File: src/rtl/param_mod_counter_if.sv
`default_nettype none
// ============================================================================
// Module      : param_mod_counter_if
// Description : Control/status bundle for param_mod_counter. The master side
//               drives enable, direction, clear, load and capture requests;
//               the slave side (the counter) returns count, terminal-count,
//               overflow and snapshot values.
// Revision    : 1.0 - initial release
// ============================================================================
interface param_mod_counter_if #(
  parameter int W = 16
) ();

  logic         en;
  logic         up;
  logic         clr;
  logic         load;
  logic [W-1:0] din;
  logic         ovf_clr;
  logic         cap;
  logic [W-1:0] q;
  logic         tc;
  logic         ovf;
  logic [W-1:0] cap_q;
  logic         cap_vld;

  modport master (
    output en, up, clr, load, din, ovf_clr, cap,
    input  q, tc, ovf, cap_q, cap_vld
  );

  modport slave (
    input  en, up, clr, load, din, ovf_clr, cap,
    output q, tc, ovf, cap_q, cap_vld
  );

endinterface
`default_nettype wire

File: src/rtl/param_mod_counter.sv
`default_nettype none
// ============================================================================
// Module      : param_mod_counter
// Description : Modulo-MOD up/down counter with a divide-by-DIV enable
//               prescaler, synchronous clear and saturating load, one-cycle
//               terminal-count pulse and sticky overflow flag.
//               Optional snapshot register compiled in when the macro
//               PARAM_MOD_COUNTER_CAPTURE_EN is defined; otherwise cap is
//               ignored and cap_q / cap_vld are tied to zero.
// Revision    : 1.0 - initial release
// ============================================================================
module param_mod_counter #(
  parameter int MOD = 65536,
  parameter int DIV = 1
) (
  input  wire logic             clk,
  input  wire logic             rst_,
  param_mod_counter_if.slave    bus
);

  localparam int           W     = $clog2(MOD);
  localparam int           PW    = (DIV > 1) ? $clog2(DIV) : 1;
  localparam logic [W-1:0] C_MAX = W'(MOD - 1);

  logic         w_step;
  logic         w_wrap;
  logic [W-1:0] w_load_val;
  logic [W-1:0] cnt_d;
  logic [W-1:0] cnt_q;
  logic         tc_q;
  logic         ovf_d;
  logic         ovf_q;

  // --------------------------------------------------------------------------
  // Prescaler: one step every DIV enabled cycles; clear and load restart it.
  // --------------------------------------------------------------------------
  generate
    if (DIV == 1) begin : g_nodiv
      assign w_step = bus.en;
    end else begin : g_div
      localparam logic [PW-1:0] C_PRE_MAX = PW'(DIV - 1);
      logic [PW-1:0] pre_q;

      // Prescale phase counter, holds while en is low
      always_ff @(posedge clk or negedge rst_) begin
        if (!rst_) begin
          pre_q <= '0;
        end else if (bus.clr || bus.load) begin
          pre_q <= '0;
        end else if (bus.en) begin
          pre_q <= (pre_q == C_PRE_MAX) ? '0 : pre_q + PW'(1);
        end
      end

      assign w_step = bus.en && (pre_q == C_PRE_MAX);
    end
  endgenerate

  // --------------------------------------------------------------------------
  // Load value saturates to MOD-1; unnecessary when MOD fills the W-bit range.
  // --------------------------------------------------------------------------
  generate
    if (MOD == (2 ** W)) begin : g_nosat
      assign w_load_val = bus.din;
    end else begin : g_sat
      assign w_load_val = (bus.din > C_MAX) ? C_MAX : bus.din;
    end
  endgenerate

  // Next count and wrap detect; wrap compares against MOD-1 explicitly so
  // non-power-of-two moduli behave identically to power-of-two ones.
  always_comb begin
    cnt_d  = cnt_q;
    w_wrap = 1'b0;
    if (bus.clr) begin
      cnt_d = '0;
    end else if (bus.load) begin
      cnt_d = w_load_val;
    end else if (w_step) begin
      if (bus.up) begin
        if (cnt_q == C_MAX) begin
          cnt_d  = '0;
          w_wrap = 1'b1;
        end else begin
          cnt_d = cnt_q + W'(1);
        end
      end else begin
        if (cnt_q == '0) begin
          cnt_d  = C_MAX;
          w_wrap = 1'b1;
        end else begin
          cnt_d = cnt_q - W'(1);
        end
      end
    end
    // A wrap in the same cycle as ovf_clr keeps the flag set
    ovf_d = w_wrap ? 1'b1 : (bus.ovf_clr ? 1'b0 : ovf_q);
  end

  // Count, terminal-count pulse and sticky overflow registers
  always_ff @(posedge clk or negedge rst_) begin
    if (!rst_) begin
      cnt_q <= '0;
      tc_q  <= 1'b0;
      ovf_q <= 1'b0;
    end else begin
      cnt_q <= cnt_d;
      tc_q  <= w_wrap;
      ovf_q <= ovf_d;
    end
  end

  assign bus.q   = cnt_q;
  assign bus.tc  = tc_q;
  assign bus.ovf = ovf_q;

`ifdef PARAM_MOD_COUNTER_CAPTURE_EN
  logic [W-1:0] snap_q;
  logic         snap_vld_q;

  // Snapshot of the pre-update count, independent of clear/load/step
  always_ff @(posedge clk or negedge rst_) begin
    if (!rst_) begin
      snap_q     <= '0;
      snap_vld_q <= 1'b0;
    end else begin
      snap_vld_q <= bus.cap;
      if (bus.cap) begin
        snap_q <= cnt_q;
      end
    end
  end

  assign bus.cap_q   = snap_q;
  assign bus.cap_vld = snap_vld_q;
`else
  assign bus.cap_q   = '0;
  assign bus.cap_vld = 1'b0;
`endif

endmodule
`default_nettype wire

File: src/flat_wrapper.sv
// flat-port wrapper written by rule: the top's interface ports become plain ports
module param_mod_counter_flat 
#(
  parameter int MOD = 65536,
  parameter int DIV = 1
)
  (clk, rst_, bus_en, bus_up, bus_clr, bus_load, bus_din, bus_ovf_clr, bus_cap, bus_q, bus_tc, bus_ovf, bus_cap_q, bus_cap_vld);
  param_mod_counter_if #(.W(4)) bus_i ();
  input  wire logic clk;
  input  wire logic rst_;
  input wire logic [$bits(bus_i.en)-1:0] bus_en;
  input wire logic [$bits(bus_i.up)-1:0] bus_up;
  input wire logic [$bits(bus_i.clr)-1:0] bus_clr;
  input wire logic [$bits(bus_i.load)-1:0] bus_load;
  input wire logic [$bits(bus_i.din)-1:0] bus_din;
  input wire logic [$bits(bus_i.ovf_clr)-1:0] bus_ovf_clr;
  input wire logic [$bits(bus_i.cap)-1:0] bus_cap;
  output wire logic [$bits(bus_i.q)-1:0] bus_q;
  output wire logic [$bits(bus_i.tc)-1:0] bus_tc;
  output wire logic [$bits(bus_i.ovf)-1:0] bus_ovf;
  output wire logic [$bits(bus_i.cap_q)-1:0] bus_cap_q;
  output wire logic [$bits(bus_i.cap_vld)-1:0] bus_cap_vld;
  assign bus_i.en = bus_en;
  assign bus_i.up = bus_up;
  assign bus_i.clr = bus_clr;
  assign bus_i.load = bus_load;
  assign bus_i.din = bus_din;
  assign bus_i.ovf_clr = bus_ovf_clr;
  assign bus_i.cap = bus_cap;
  assign bus_q = bus_i.q;
  assign bus_tc = bus_i.tc;
  assign bus_ovf = bus_i.ovf;
  assign bus_cap_q = bus_i.cap_q;
  assign bus_cap_vld = bus_i.cap_vld;
  param_mod_counter #(.MOD(MOD), .DIV(DIV)) u_core (.clk(clk), .rst_(rst_), .bus(bus_i));
endmodule
File: config.mk
export PLATFORM = sky130hd
export DESIGN_NAME = param_mod_counter_flat
export DESIGN_NICKNAME = d
export VERILOG_FILES = /design/src/rtl/param_mod_counter_if.sv /design/src/rtl/param_mod_counter.sv /design/src/flat_wrapper.sv
export SDC_FILE = /design/constraint.sdc
export NUM_CORES = 1
export LEC_CHECK = 0
export ABC_CLOCK_PERIOD_IN_PS = 2410
export CAP_MARGIN = 40
export CORE_MARGIN = 1.5
export CORE_UTILIZATION = 40
export DETAILED_ROUTE_END_ITERATION = 10
export GPL_ROUTABILITY_DRIVEN = 1
export GPL_TIMING_DRIVEN = 0
export HOLD_SLACK_MARGIN = 0.08
export SLEW_MARGIN = 15
export SYNTH_ARGS = -nofsm -noshare
export SYNTH_HDL_FRONTEND = slang
export SYNTH_SLANG_ARGS = --single-unit
File: constraint.sdc
create_clock -name clk -period 2.41 [get_ports clk]
set_clock_uncertainty 0.1 [all_clocks]
set_input_delay 0.482 -clock clk [delete_from_list [all_inputs] [get_ports clk]]
set_output_delay 0.482 -clock clk [all_outputs]
set_load 0.005 [all_outputs]
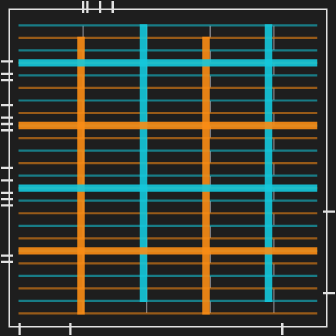
Run 1: supply network
Pins as bars on the die edge. Tap cells in grey.
legend:
  orange:
    net: VSS
  cyan:
    net: VDD
tap cells: 50
rows: 23
met5 straps: 4
signal pins: 23
met1 rails: 24
maximum vdd ir drop: 0.2867 mV
height of the die: 68.61 um
Die Width: 68.61 um
total core area: 4058 um2

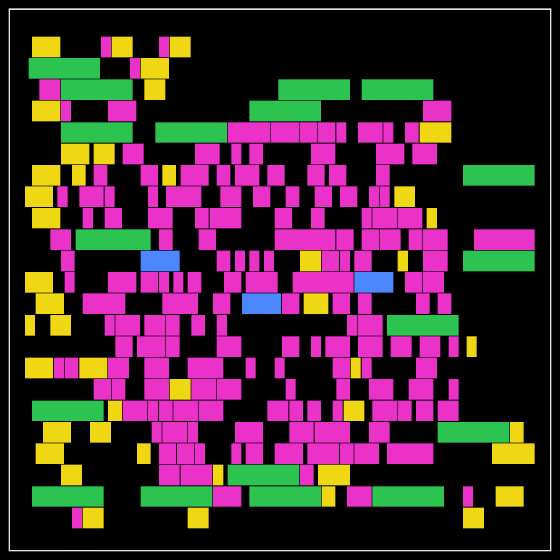
Run 1: cell classes on the final placement
legend:
  yellow:
    class: remaining buffers and delay cells
    cells: 44
  blue:
    class: clock-net drivers
    cells: 3
  green:
    class: sequential cells
    cells: 18
  magenta:
    class: remaining logic cells
    cells: 167
Site Rows: 23
Final Cell Area: 2058 um2
sequential portion of the cell area: 21.95%
final core occ: 50.72%

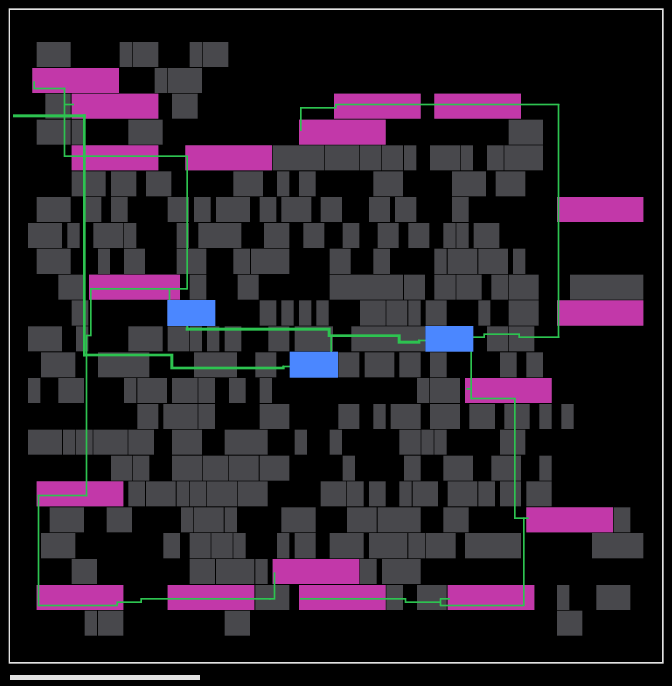
Run 1: routed clock nets over the placement
Scale bar: 20 um.
legend:
  magenta:
    item: flip-flops
    count: 18
  blue:
    item: clock-net drivers
    count: 3
  green:
    item: clock wires
    length: 336 um
flops lie: all over the die
routed clock nets: 4

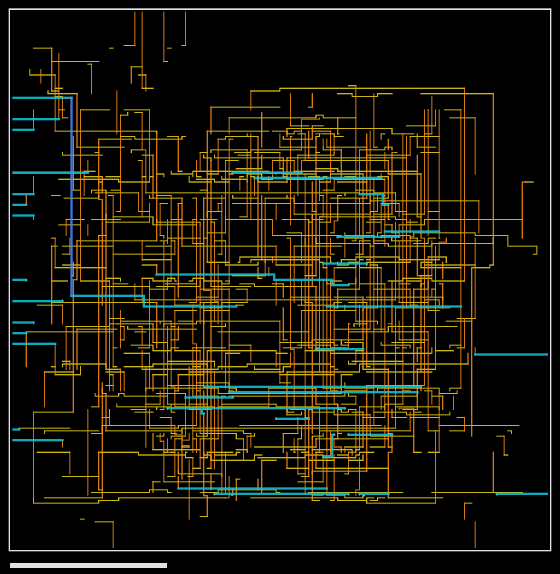
Run 1: metal layers overlaid
Scale bar: 20 um.
legend:
  orange:
    layer: M2
    wire_length: 2220 um
  blue:
    layer: M4
    wire_length: 25.2 um
  cyan:
    layer: M3
    wire_length: 327 um
  yellow:
    layer: M1
    wire_length: 2150 um

==> reports/results.md, run 1 <==
| Result | Reported | Unit |
| --- | --- | --- |
| Library cell used as clock root buffer | sky130_fd_sc_hd__clkbuf_8 | - |
| Most Used Layer, Global Route | met2 | - |
| Leakage | 0.8583 | nW |
| Fraction of area in clock buffers and inverters | 2.006 | % |
| Worst hold path type | flip-flop to flip-flop | - |
| Via Count | 1713 | - |
| Tap Cells | 50 | - |
| Multi-input gate share of the layout cell area | 54.10 | % |
| Run status | completed | - |
| Final setup violation count | 0 | - |
| Commonest cells after routing, fill and taps aside | sky130_fd_sc_hd__dfrtp_1 (17), sky130_fd_sc_hd__nand2_1 (15), sky130_fd_sc_hd__clkdlybuf4s50_1 (14), sky130_fd_sc_hd__buf_4 (13) | - |
| Number of DRC markers in iteration 0 | 99 | - |
| Number of buffers on the longest clock path | 2 | - |
| Syn Std Cell Area | 1722 | um2 |
| End point of the critical path | u_core.cnt_q[11] | - |
| Grt total ovfl | 0 | - |
| Area growth syn-to-layout | 19.55 | % |
| Highest net fanout along the worst path | 10 | - |
| Portion of netlist area occupied by mux cells | 0.6541 | % |
| Most frequent cells after synthesis | sky130_fd_sc_hd__dfrtp_1 (18), sky130_fd_sc_hd__nand2_1 (15), sky130_fd_sc_hd__inv_1 (11), sky130_fd_sc_hd__nand4_1 (11), sky130_fd_sc_hd__o21ai_0 (11) | - |
| Clock net power | 0.220 | mW |
| Worst-case register-to-register setup slack | 0.10 | ns |
| Total number of yosys warnings | 0 | - |
| Post-route worst setup slack | 0.1044 | ns |
| Area-dominant class | multi-input combinational cells | - |
| Core utilization at floorplan | 42.43 | % |
--- run 2 (diff from run 1) ---
Settings changed: CORE_UTILIZATION 40 to 45, PLACE_DENSITY set to 0.67.
==> reports/results.md, run 2 <==
| Result | Reported | Unit | Change |
| --- | --- | --- | --- |
| Final Cell Area | 2029 | um2 | -1.4% |
| Worst-case register-to-register setup slack | 0.07 | ns | -0.04 ns |
| Number of buffers on the longest clock path | 2 | - | unchanged |
| Clock net power | 0.258 | mW | +17% |
| Site Rows | 22 | - | -4.3% |
| Post-route worst setup slack | 0.06784 | ns | -0.03651 ns |
| Height of the die | 64.86 | um | -5.5% |
| Area growth syn-to-layout | 17.88 | % |  |
| Core utilization at floorplan | 47.03 | % | +4.6 points |
| Die Width | 64.86 | um | -5.5% |
| CP startpoint | u_core.cnt_q[2] | - |  |
| Number of DRC markers in iteration 0 | 118 | - | +19% |
| Transition at the pin with the smallest max-transition slack | 0.6352 | ns |  |
| Worst hold path type | flip-flop to flip-flop | - |  |
| Portion of netlist area occupied by mux cells | 0.6541 | % | unchanged |
| Pre-antenna DRT Iters | 4 | - |  |
| Leakage | 0.8491 | nW | -1.1% |
| Final setup violation count | 0 | - | unchanged |
| Total number of yosys warnings | 0 | - | unchanged |
| M3 GR Usage | 2.257 | % |  |
| Commonest cells after routing, fill and taps aside | sky130_fd_sc_hd__dfrtp_1 (18), sky130_fd_sc_hd__nand2_1 (15), sky130_fd_sc_hd__clkdlybuf4s50_1 (14) | - |  |
| End point of the critical path | u_core.cnt_q[15] | - |  |
| Highest net fanout along the worst path | 10 | - | unchanged |
| Sequential portion of the cell area | 22.19 | % | +0.25 points |
| Via count of the first global-routing pass | 1561 | - |  |
| Most frequent cells after synthesis | sky130_fd_sc_hd__dfrtp_1 (18), sky130_fd_sc_hd__nand2_1 (15), sky130_fd_sc_hd__inv_1 (11), sky130_fd_sc_hd__nand4_1 (11), sky130_fd_sc_hd__o21ai_0 (11) | - |  |
| Tap Cells | 48 | - | -4.0% |
| Total core area | 3661 | um2 | -9.8% |
| Area-dominant class | multi-input combinational cells | - |  |
| Xor/xnor share of the synthesized area | 3.561 | % |  |
| I/O pin total | 23 | - |  |
| Run status | completed | - |  |
| Library cell used as clock root buffer | sky130_fd_sc_hd__clkbuf_8 | - |  |
| Multi-input gate share of the layout cell area | 53.76 | % | -0.34 points |
| Maximum vdd ir drop | 0.1902 | mV | -34% |
| Via Count | 1669 | - | -2.6% |
| Sequential cell area | 450.4 | um2 |  |
| Fraction of area in clock buffers and inverters | 2.713 | % | +0.71 points |
| Syn Std Cell Area | 1722 | um2 | unchanged |
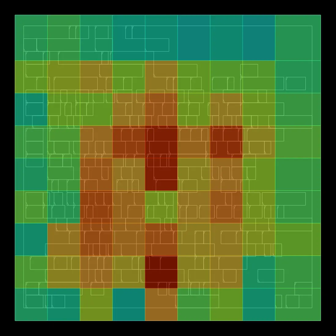
Run 2: routing congestion map
Most Used Layer, Global Route: met2
final core occ: 55.43%
met2 Usage GRT: 38.53%

No activity file was given, so power comes from the tool's default toggle rates.
